[src/rtl/raybox_zero_pkg.sv]
// rtl/raybox_zero_pkg.sv - shared types and constants for the on-chip register SPI path
package raybox_zero_pkg;

    localparam int RBZ_CMD_W  = 4;
    localparam int RBZ_DATA_W = 24;
    localparam int RBZ_LEN_W  = 5;
    localparam int RBZ_DIV_W  = 4;

    typedef enum logic [2:0] {
        ST_IDLE  = 3'd0,
        ST_SETUP = 3'd1,
        ST_HI    = 3'd2,
        ST_LO    = 3'd3,
        ST_HOLD  = 3'd4,
        ST_GAP   = 3'd5
    } spi_state_e;

    // Register opcodes written by the frame animator
    localparam logic [3:0] OP_SKY_COLOR   = 4'h0;
    localparam logic [3:0] OP_FLOOR_COLOR = 4'h1;
    localparam logic [3:0] OP_LEAK        = 4'h2;
    localparam logic [3:0] OP_VSHIFT      = 4'h4;

    function automatic int unsigned frame_bits(input int unsigned cmd_w,
                                               input int unsigned data_w,
                                               input int unsigned len);
        return cmd_w + ((len > data_w) ? data_w : len);
    endfunction

endpackage

[src/rtl/reg_spi_sequencer_if.sv]
// rtl/reg_spi_sequencer_if.sv - requester A/B command handshake bundle
interface reg_spi_sequencer_if
    import raybox_zero_pkg::*;
#(
    parameter int CMD_W  = RBZ_CMD_W,
    parameter int DATA_W = RBZ_DATA_W,
    parameter int LEN_W  = RBZ_LEN_W
);
    logic              i_a_valid;
    logic [CMD_W-1:0]  i_a_cmd;
    logic [LEN_W-1:0]  i_a_len;
    logic [DATA_W-1:0] i_a_data;
    logic              o_a_ready;
    logic              i_b_valid;
    logic [CMD_W-1:0]  i_b_cmd;
    logic [LEN_W-1:0]  i_b_len;
    logic [DATA_W-1:0] i_b_data;
    logic              o_b_ready;

    modport master (
        output i_a_valid, i_a_cmd, i_a_len, i_a_data,
        output i_b_valid, i_b_cmd, i_b_len, i_b_data,
        input  o_a_ready, o_b_ready
    );

    modport slave (
        input  i_a_valid, i_a_cmd, i_a_len, i_a_data,
        input  i_b_valid, i_b_cmd, i_b_len, i_b_data,
        output o_a_ready, o_b_ready
    );
endinterface

[src/rtl/spi_frame_tx.sv]
// rtl/spi_frame_tx.sv - serialises one opcode+payload frame, mode 0, MSB first
module spi_frame_tx
    import raybox_zero_pkg::*;
#(
    parameter int CMD_W  = RBZ_CMD_W,
    parameter int DATA_W = RBZ_DATA_W,
    parameter int LEN_W  = RBZ_LEN_W,
    parameter int DIV_W  = RBZ_DIV_W
)(
    input  logic              i_clk,
    input  logic              i_reset,
    input  logic              i_start,
    input  logic [CMD_W-1:0]  i_cmd,
    input  logic [LEN_W-1:0]  i_len,
    input  logic [DATA_W-1:0] i_data,
    input  logic [DIV_W-1:0]  i_div,
    output logic              o_csb,
    output logic              o_sclk,
    output logic              o_mosi,
    output logic              o_busy,
    output logic              o_done
);
    localparam int FRAME_W = CMD_W + DATA_W;
    localparam int BCNT_W  = $clog2(FRAME_W + 1);

    spi_state_e         state_q, state_d;
    logic [DIV_W-1:0]   div_q, div_d;
    logic [DIV_W-1:0]   hcnt_q, hcnt_d;
    logic [BCNT_W-1:0]  bcnt_q, bcnt_d;
    logic [FRAME_W-1:0] sh_q, sh_d;
    logic               done_q, done_d;
    logic [31:0]        len_c;
    logic [DATA_W-1:0]  data_al;

    always_ff @(posedge i_clk or posedge i_reset) begin
        if (i_reset) begin
            state_q <= ST_IDLE;
            div_q   <= '0;
            hcnt_q  <= '0;
            bcnt_q  <= '0;
            sh_q    <= '0;
            done_q  <= 1'b0;
        end else begin
            state_q <= state_d;
            div_q   <= div_d;
            hcnt_q  <= hcnt_d;
            bcnt_q  <= bcnt_d;
            sh_q    <= sh_d;
            done_q  <= done_d;
        end
    end

    // Payload is left-justified under the opcode so the frame always leaves from the MSB
    always_comb begin
        len_c   = (32'(i_len) > 32'(DATA_W)) ? 32'(DATA_W) : 32'(i_len);
        data_al = i_data << (32'(DATA_W) - len_c);
    end

    always_comb begin
        state_d = state_q;
        div_d   = div_q;
        hcnt_d  = hcnt_q;
        bcnt_d  = bcnt_q;
        sh_d    = sh_q;
        done_d  = 1'b0;
        if (state_q == ST_IDLE) begin
            if (i_start) begin
                state_d = ST_SETUP;
                div_d   = i_div;
                hcnt_d  = i_div;
                bcnt_d  = BCNT_W'(frame_bits(CMD_W, DATA_W, 32'(i_len)));
                sh_d    = {i_cmd, data_al};
            end
        end else if (hcnt_q != '0) begin
            hcnt_d = hcnt_q - DIV_W'(1);
        end else begin
            hcnt_d = div_q;
            case (state_q)
                ST_SETUP: state_d = ST_HI;
                ST_HI: begin
                    if (bcnt_q == BCNT_W'(1)) begin
                        state_d = ST_HOLD;
                    end else begin
                        state_d = ST_LO;
                        bcnt_d  = bcnt_q - BCNT_W'(1);
                        sh_d    = sh_q << 1;
                    end
                end
                ST_LO:   state_d = ST_HI;
                ST_HOLD: state_d = ST_GAP;
                ST_GAP: begin
                    state_d = ST_IDLE;
                    done_d  = 1'b1;
                end
                default: state_d = ST_IDLE;
            endcase
        end
    end

    assign o_csb  = (state_q == ST_IDLE) || (state_q == ST_GAP);
    assign o_sclk = (state_q == ST_HI);
    assign o_mosi = sh_q[FRAME_W-1];
    assign o_busy = (state_q != ST_IDLE);
    assign o_done = done_q;

endmodule

[src/rtl/reg_spi_sequencer.sv]
// rtl/reg_spi_sequencer.sv - arbitrates host and animator requests onto the rbzero register SPI
module reg_spi_sequencer
    import raybox_zero_pkg::*;
#(
    parameter int CMD_W  = RBZ_CMD_W,
    parameter int DATA_W = RBZ_DATA_W,
    parameter int LEN_W  = RBZ_LEN_W,
    parameter int DIV_W  = RBZ_DIV_W
)(
    input  logic               i_clk,
    input  logic               i_reset,
    input  logic [DIV_W-1:0]   i_div,
    input  logic               i_vblank,
    input  logic               i_b_vblank_only,
    reg_spi_sequencer_if.slave req,
    output logic               o_csb,
    output logic               o_sclk,
    output logic               o_mosi,
    output logic               o_busy,
    output logic               o_done,
    output logic               o_done_src
);
    logic              b_elig, grant_a, grant_b;
    logic              rr_b_q, rr_b_d;
    logic              src_q, src_d;
    logic              tx_busy, tx_done;
    logic [CMD_W-1:0]  cmd_sel;
    logic [LEN_W-1:0]  len_sel;
    logic [DATA_W-1:0] data_sel;

    always_ff @(posedge i_clk or posedge i_reset) begin
        if (i_reset) begin
            rr_b_q <= 1'b0;
            src_q  <= 1'b0;
        end else begin
            rr_b_q <= rr_b_d;
            src_q  <= src_d;
        end
    end

    // rr_b_q set means B wins the next tie; an ineligible B never holds A off
    always_comb begin
        b_elig  = req.i_b_valid & (~i_b_vblank_only | i_vblank);
        grant_a = ~i_reset & ~tx_busy & req.i_a_valid & (~b_elig | ~rr_b_q);
        grant_b = ~i_reset & ~tx_busy & b_elig & (~req.i_a_valid | rr_b_q);
        rr_b_d  = rr_b_q;
        src_d   = src_q;
        if (grant_a) begin
            rr_b_d = 1'b1;
            src_d  = 1'b0;
        end else if (grant_b) begin
            rr_b_d = 1'b0;
            src_d  = 1'b1;
        end
        cmd_sel  = grant_b ? req.i_b_cmd  : req.i_a_cmd;
        len_sel  = grant_b ? req.i_b_len  : req.i_a_len;
        data_sel = grant_b ? req.i_b_data : req.i_a_data;
    end

    assign req.o_a_ready = grant_a;
    assign req.o_b_ready = grant_b;

    spi_frame_tx #(
        .CMD_W  (CMD_W),
        .DATA_W (DATA_W),
        .LEN_W  (LEN_W),
        .DIV_W  (DIV_W)
    ) u_tx (
        .i_clk   (i_clk),
        .i_reset (i_reset),
        .i_start (grant_a | grant_b),
        .i_cmd   (cmd_sel),
        .i_len   (len_sel),
        .i_data  (data_sel),
        .i_div   (i_div),
        .o_csb   (o_csb),
        .o_sclk  (o_sclk),
        .o_mosi  (o_mosi),
        .o_busy  (tx_busy),
        .o_done  (tx_done)
    );

    assign o_busy     = tx_busy;
    assign o_done     = tx_done;
    assign o_done_src = tx_done & src_q;

endmodule

[src/flat_wrapper.sv]
// flat-port wrapper written by rule: the top's interface ports become plain ports
module reg_spi_sequencer_flat import raybox_zero_pkg::*;
#(
    parameter int CMD_W  = RBZ_CMD_W,
    parameter int DATA_W = RBZ_DATA_W,
    parameter int LEN_W  = RBZ_LEN_W,
    parameter int DIV_W  = RBZ_DIV_W
)
  (i_clk, i_reset, i_div, i_vblank, i_b_vblank_only, o_csb, o_sclk, o_mosi, o_busy, o_done, o_done_src, req_i_a_valid, req_i_a_cmd, req_i_a_len, req_i_a_data, req_i_b_valid, req_i_b_cmd, req_i_b_len, req_i_b_data, req_o_a_ready, req_o_b_ready);
  reg_spi_sequencer_if #(.CMD_W(CMD_W), .DATA_W(DATA_W), .LEN_W(LEN_W)) req_i ();
  input  logic i_clk;
  input  logic i_reset;
  input  logic [DIV_W-1:0] i_div;
  input  logic i_vblank;
  input  logic i_b_vblank_only;
  output logic o_csb;
  output logic o_sclk;
  output logic o_mosi;
  output logic o_busy;
  output logic o_done;
  output logic o_done_src;
  input wire logic [$bits(req_i.i_a_valid)-1:0] req_i_a_valid;
  input wire logic [$bits(req_i.i_a_cmd)-1:0] req_i_a_cmd;
  input wire logic [$bits(req_i.i_a_len)-1:0] req_i_a_len;
  input wire logic [$bits(req_i.i_a_data)-1:0] req_i_a_data;
  input wire logic [$bits(req_i.i_b_valid)-1:0] req_i_b_valid;
  input wire logic [$bits(req_i.i_b_cmd)-1:0] req_i_b_cmd;
  input wire logic [$bits(req_i.i_b_len)-1:0] req_i_b_len;
  input wire logic [$bits(req_i.i_b_data)-1:0] req_i_b_data;
  output wire logic [$bits(req_i.o_a_ready)-1:0] req_o_a_ready;
  output wire logic [$bits(req_i.o_b_ready)-1:0] req_o_b_ready;
  assign req_i.i_a_valid = req_i_a_valid;
  assign req_i.i_a_cmd = req_i_a_cmd;
  assign req_i.i_a_len = req_i_a_len;
  assign req_i.i_a_data = req_i_a_data;
  assign req_i.i_b_valid = req_i_b_valid;
  assign req_i.i_b_cmd = req_i_b_cmd;
  assign req_i.i_b_len = req_i_b_len;
  assign req_i.i_b_data = req_i_b_data;
  assign req_o_a_ready = req_i.o_a_ready;
  assign req_o_b_ready = req_i.o_b_ready;
  reg_spi_sequencer #(.CMD_W(CMD_W), .DATA_W(DATA_W), .LEN_W(LEN_W), .DIV_W(DIV_W)) u_core (.i_clk(i_clk), .i_reset(i_reset), .i_div(i_div), .i_vblank(i_vblank), .i_b_vblank_only(i_b_vblank_only), .req(req_i), .o_csb(o_csb), .o_sclk(o_sclk), .o_mosi(o_mosi), .o_busy(o_busy), .o_done(o_done), .o_done_src(o_done_src));
endmodule
[config.mk]
export PLATFORM = sky130hd
export DESIGN_NAME = reg_spi_sequencer_flat
export DESIGN_NICKNAME = d
export VERILOG_FILES = /design/src/rtl/raybox_zero_pkg.sv /design/src/rtl/reg_spi_sequencer_if.sv /design/src/rtl/spi_frame_tx.sv /design/src/rtl/reg_spi_sequencer.sv /design/src/flat_wrapper.sv
export SDC_FILE = /design/constraint.sdc
export NUM_CORES = 1
export LEC_CHECK = 0
export ABC_AREA = 1
export CAP_MARGIN = 20
export CORE_AREA = 2 2 100 102
export DETAILED_ROUTE_END_ITERATION = 7
export DIE_AREA = 0 0 102 104
export MAX_ROUTING_LAYER = met4
export PLACE_DENSITY = 0.71
export SETUP_SLACK_MARGIN = 0.05
export SYNTH_ARGS = -nofsm -noshare
export SYNTH_HDL_FRONTEND = slang
export SYNTH_SLANG_ARGS = --single-unit
[constraint.sdc]
create_clock -name i_clk -period 4.2 [get_ports i_clk]
set_input_delay 0.63 -clock i_clk [delete_from_list [all_inputs] [get_ports i_clk]]
set_output_delay 0.63 -clock i_clk [all_outputs]
set_load 0.05 [all_outputs]
Zoomed window:
Window x 13 to 38, y 66 to 91 um. Cells in grey, sequential cells in the stronger grey; small squares are vias.
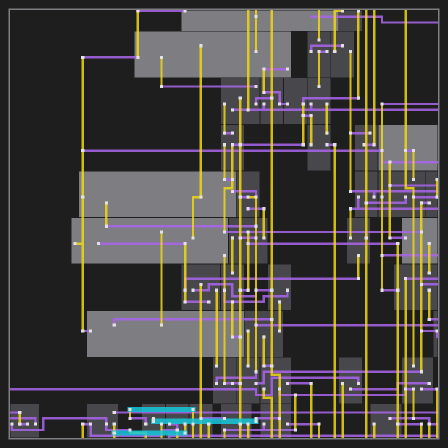
| colour | layer |
|---|---|
| purple | M1 |
| cyan | M3 |
| yellow | M2 |
sequential cells in the window: 4
netlist names of flops here include: u_core.u_tx.sh_q (4)
cells with their middle in the window: 36
most frequent: nand2_1 (14), nand3_1 (7)

Cell classes on the final placement:
Scale: 4 px per um.
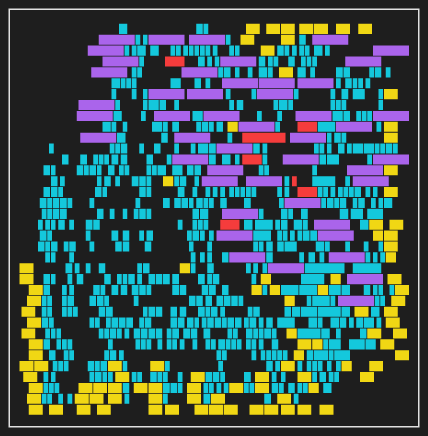
| colour | class | cells | share of their area |
|---|---|---|---|
| yellow | remaining buffers and delay cells | 99 | 19% |
| purple | registers | 47 | 23% |
| red | clock drivers and dummy loads | 7 | 2.0% |
| cyan | remaining logic cells | 606 | 56% |
fin area: 5230 um2
core area: 9550 um2

Routing congestion:
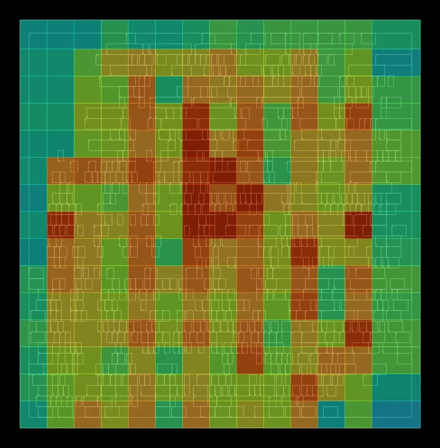
Post-Route Utilization: 54.8%
GR Util met1: 28.9%

Met1 routing:
Scale: 4 px per um.
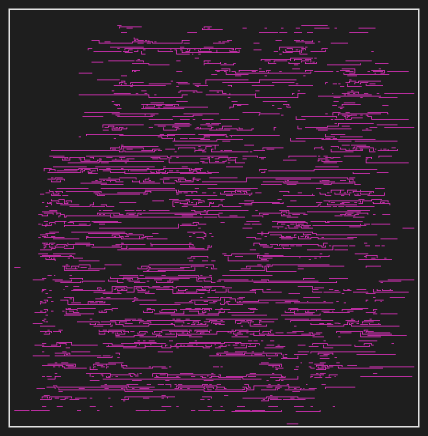
share of all routed wire: 44%
nets with wire on the layer: 762
final wirelength: 11.9 mm
vias post-DR: 4669

Cell sizes after repair:
Scale: 4 px per um.
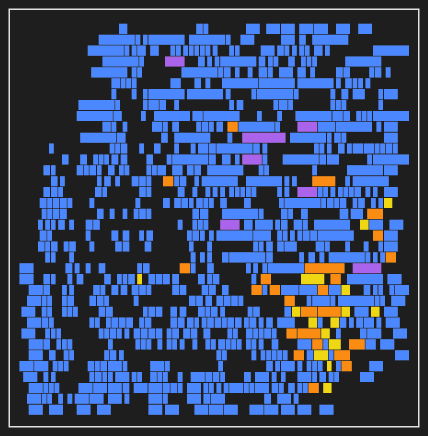
| colour | size | cells |
|---|---|---|
| blue | x1 and smaller | 713 |
| orange | x3 and x4 | 24 |
| yellow | x2 | 15 |
| purple | x6 and larger | 7 |
setup ws final: 0.457 ns
Non-clk bufs: 99
Syn-to-layout area delta: 25.0%

==> run_results.csv <==
group,metric,value,unit
power_and_ir_drop,pwr-share-comb,61.8,%
worst_setup_path,crit_buf_inv,5,
worst_setup_path,worstPathArrival,3.97,ns
worst_setup_path,crit_type,"input port to register",
die,die_x,102,um
finish,layout.nonclk_buf_share,18.2,%
run,tool_warnings,28,
finish,comb_share,50.3,%
detailed_routing,ant_nets,0,
finish,nClkBuffers,6,
worst_hold_path,hp-class,"register to register",
clock_network,cts_tree,"built",
power_and_ir_drop,power_leader,"combinational cells",
worst_setup_path,critPathMaxStageDelay,0.46,ns
timing,rsz0062_at_grt,"false",
finish,diodes,0,
placement,dpl_cell_area,5120,um2
detailed_routing,viasPerCell,5.23,
status,status,"finished, final reports clean",
run,max-cap-violations,0,
timing,slew_viol_final,0,
finish,n_all_inverters,54,
synthesis,ys_sh_xor,1.25,%
finish,largest_register_ff_count,28,
synthesis,yosys.cell_count.top_type,"nand2_1",
timing,tightestPinTransition,0.849,ns
synthesis,synth_flops,47,
placement,io_buffers,83,
synthesis,aoi_share,13.4,%
grt,overflow,0,
finish,flop-count,47,
synthesis,syn-num-nets,773,
clock_network,root_buffer,"clkbuf_8",
synthesis,synth_area,4190,um2
worst_setup_path,critPathRequiredTime,4.42,ns
clock_network,clock_path_buffers,2,
finish,comb_cells,552,
detailed_routing,wire_per_inst,13.4,um
clock_network,path_clk_slew,0.08,ns
synthesis,top_area_share,28.1,%
die,floorplan.core_util,43.9,%
die,io_pins,84,
synthesis,synth.distinct_cells,36,
synthesis,fa_ha_area_share,2.09,%
finish,regArea,1180,um2
synthesis,mux_share,0,%
detailed_routing,drc,0,
synthesis,synth_seq_share,28.1,%
worst_setup_path,cp_top_family,"simple AND/OR/NAND/NOR gates",
detailed_routing,first_pass_iters,5,
power_and_ir_drop,p_per_area,542,nW/um2
synthesis,yosys_area,4190,um2
finish,mostFrequentLayoutCells,"214 x nand2_1, 123 x nand3_1, 88 x nor2_1, 83 x clkdlybuf4s50_1, 49 x inv_1",
die,row_count,36,
synthesis,top_cells_by_area,"dfrtp_1 28%, nand2_1 19%, nand3_1 15%",
worst_setup_path,cp-end-kind,"register",
timing,setup_violations,0,
timing,hold_viol,0,
clock_network,htree_levels,2,
synthesis,ys_warn_count,0,
power_and_ir_drop,p_total,2.83,mW
finish,comb_area,2640,um2
power_and_ir_drop,ir_drop,0.254,mV
grt,grt_pass1_wl,20.1,mm
placement,place_inst,885,
synthesis,ff_type,"dfrtp_1",
synthesis,synth-edff-count,0,
clock_network,ctsHoldBuffers,0,
finish,largest-register,"u_core.u_tx.sh_q",
finish,seq_share,22.5,%
finish,reg.largest.list,"u_core.u_tx.sh_q x28, u_core.u_tx.bcnt_q x5",
worst_setup_path,worstPathCellList,"clkdlybuf4s50_1, inv_1, nand2_1, nand2_1, nor2_2, nand3_1, nand2_2, nand2_4, nand2_1, ha_1, a21oi_1, ha_1, inv_1, buf_4, nand2_1, nor2_1, inv_1, nand2_1, nand3_1, nand3_1, nand3_1, a21oi_1, nand2_1, a21oi_1",
synthesis,logic_family,"simple AND/OR/NAND/NOR gates",
clock_network,post_cts_buffers,0,
finish,mostFrequentLayoutCell,"nand2_1",
timing,min_period_over_period,89.1,%
clock_network,cts-buffers-inserted,5,
placement,dp.final_hpwl,9.28,mm
timing,fin_crit,3.74,ns
grt,grt_max_degree,55,
power_and_ir_drop,powerComb,1.75,mW
==> worst paths after layout <==
check	from	to	slack [ns]	depth (start not counted)
min in group asynchronous	i_reset	u_core.u_tx.o_done	0.94	3
worst max-delay path	i_vblank	u_core.u_tx.sh_q[21]	0.46	24
max in group asynchronous	i_reset	u_core.u_tx.sh_q[14]	2.86	3
worst min register to register	u_core.u_tx.sh_q[12]	u_core.u_tx.sh_q[12]	0.48	2
worst min-delay path	u_core.u_tx.sh_q[12]	u_core.u_tx.sh_q[12]	0.48	2
worst max register to register	u_core.u_tx.state_q[0]	u_core.u_tx.sh_q[21]	0.76	22
==> layer usage <==
layer	up-vias	share of wire, %	GRT usage (%)
met5	-	0	-
li1	2390	-	-
met2	111	50	40.3
met3	18	3.8	3.43
met4	0	2.2	7.14
met1	2150	44	28.9
Power figures rest on the tool's default switching activity, not on a simulated workload.
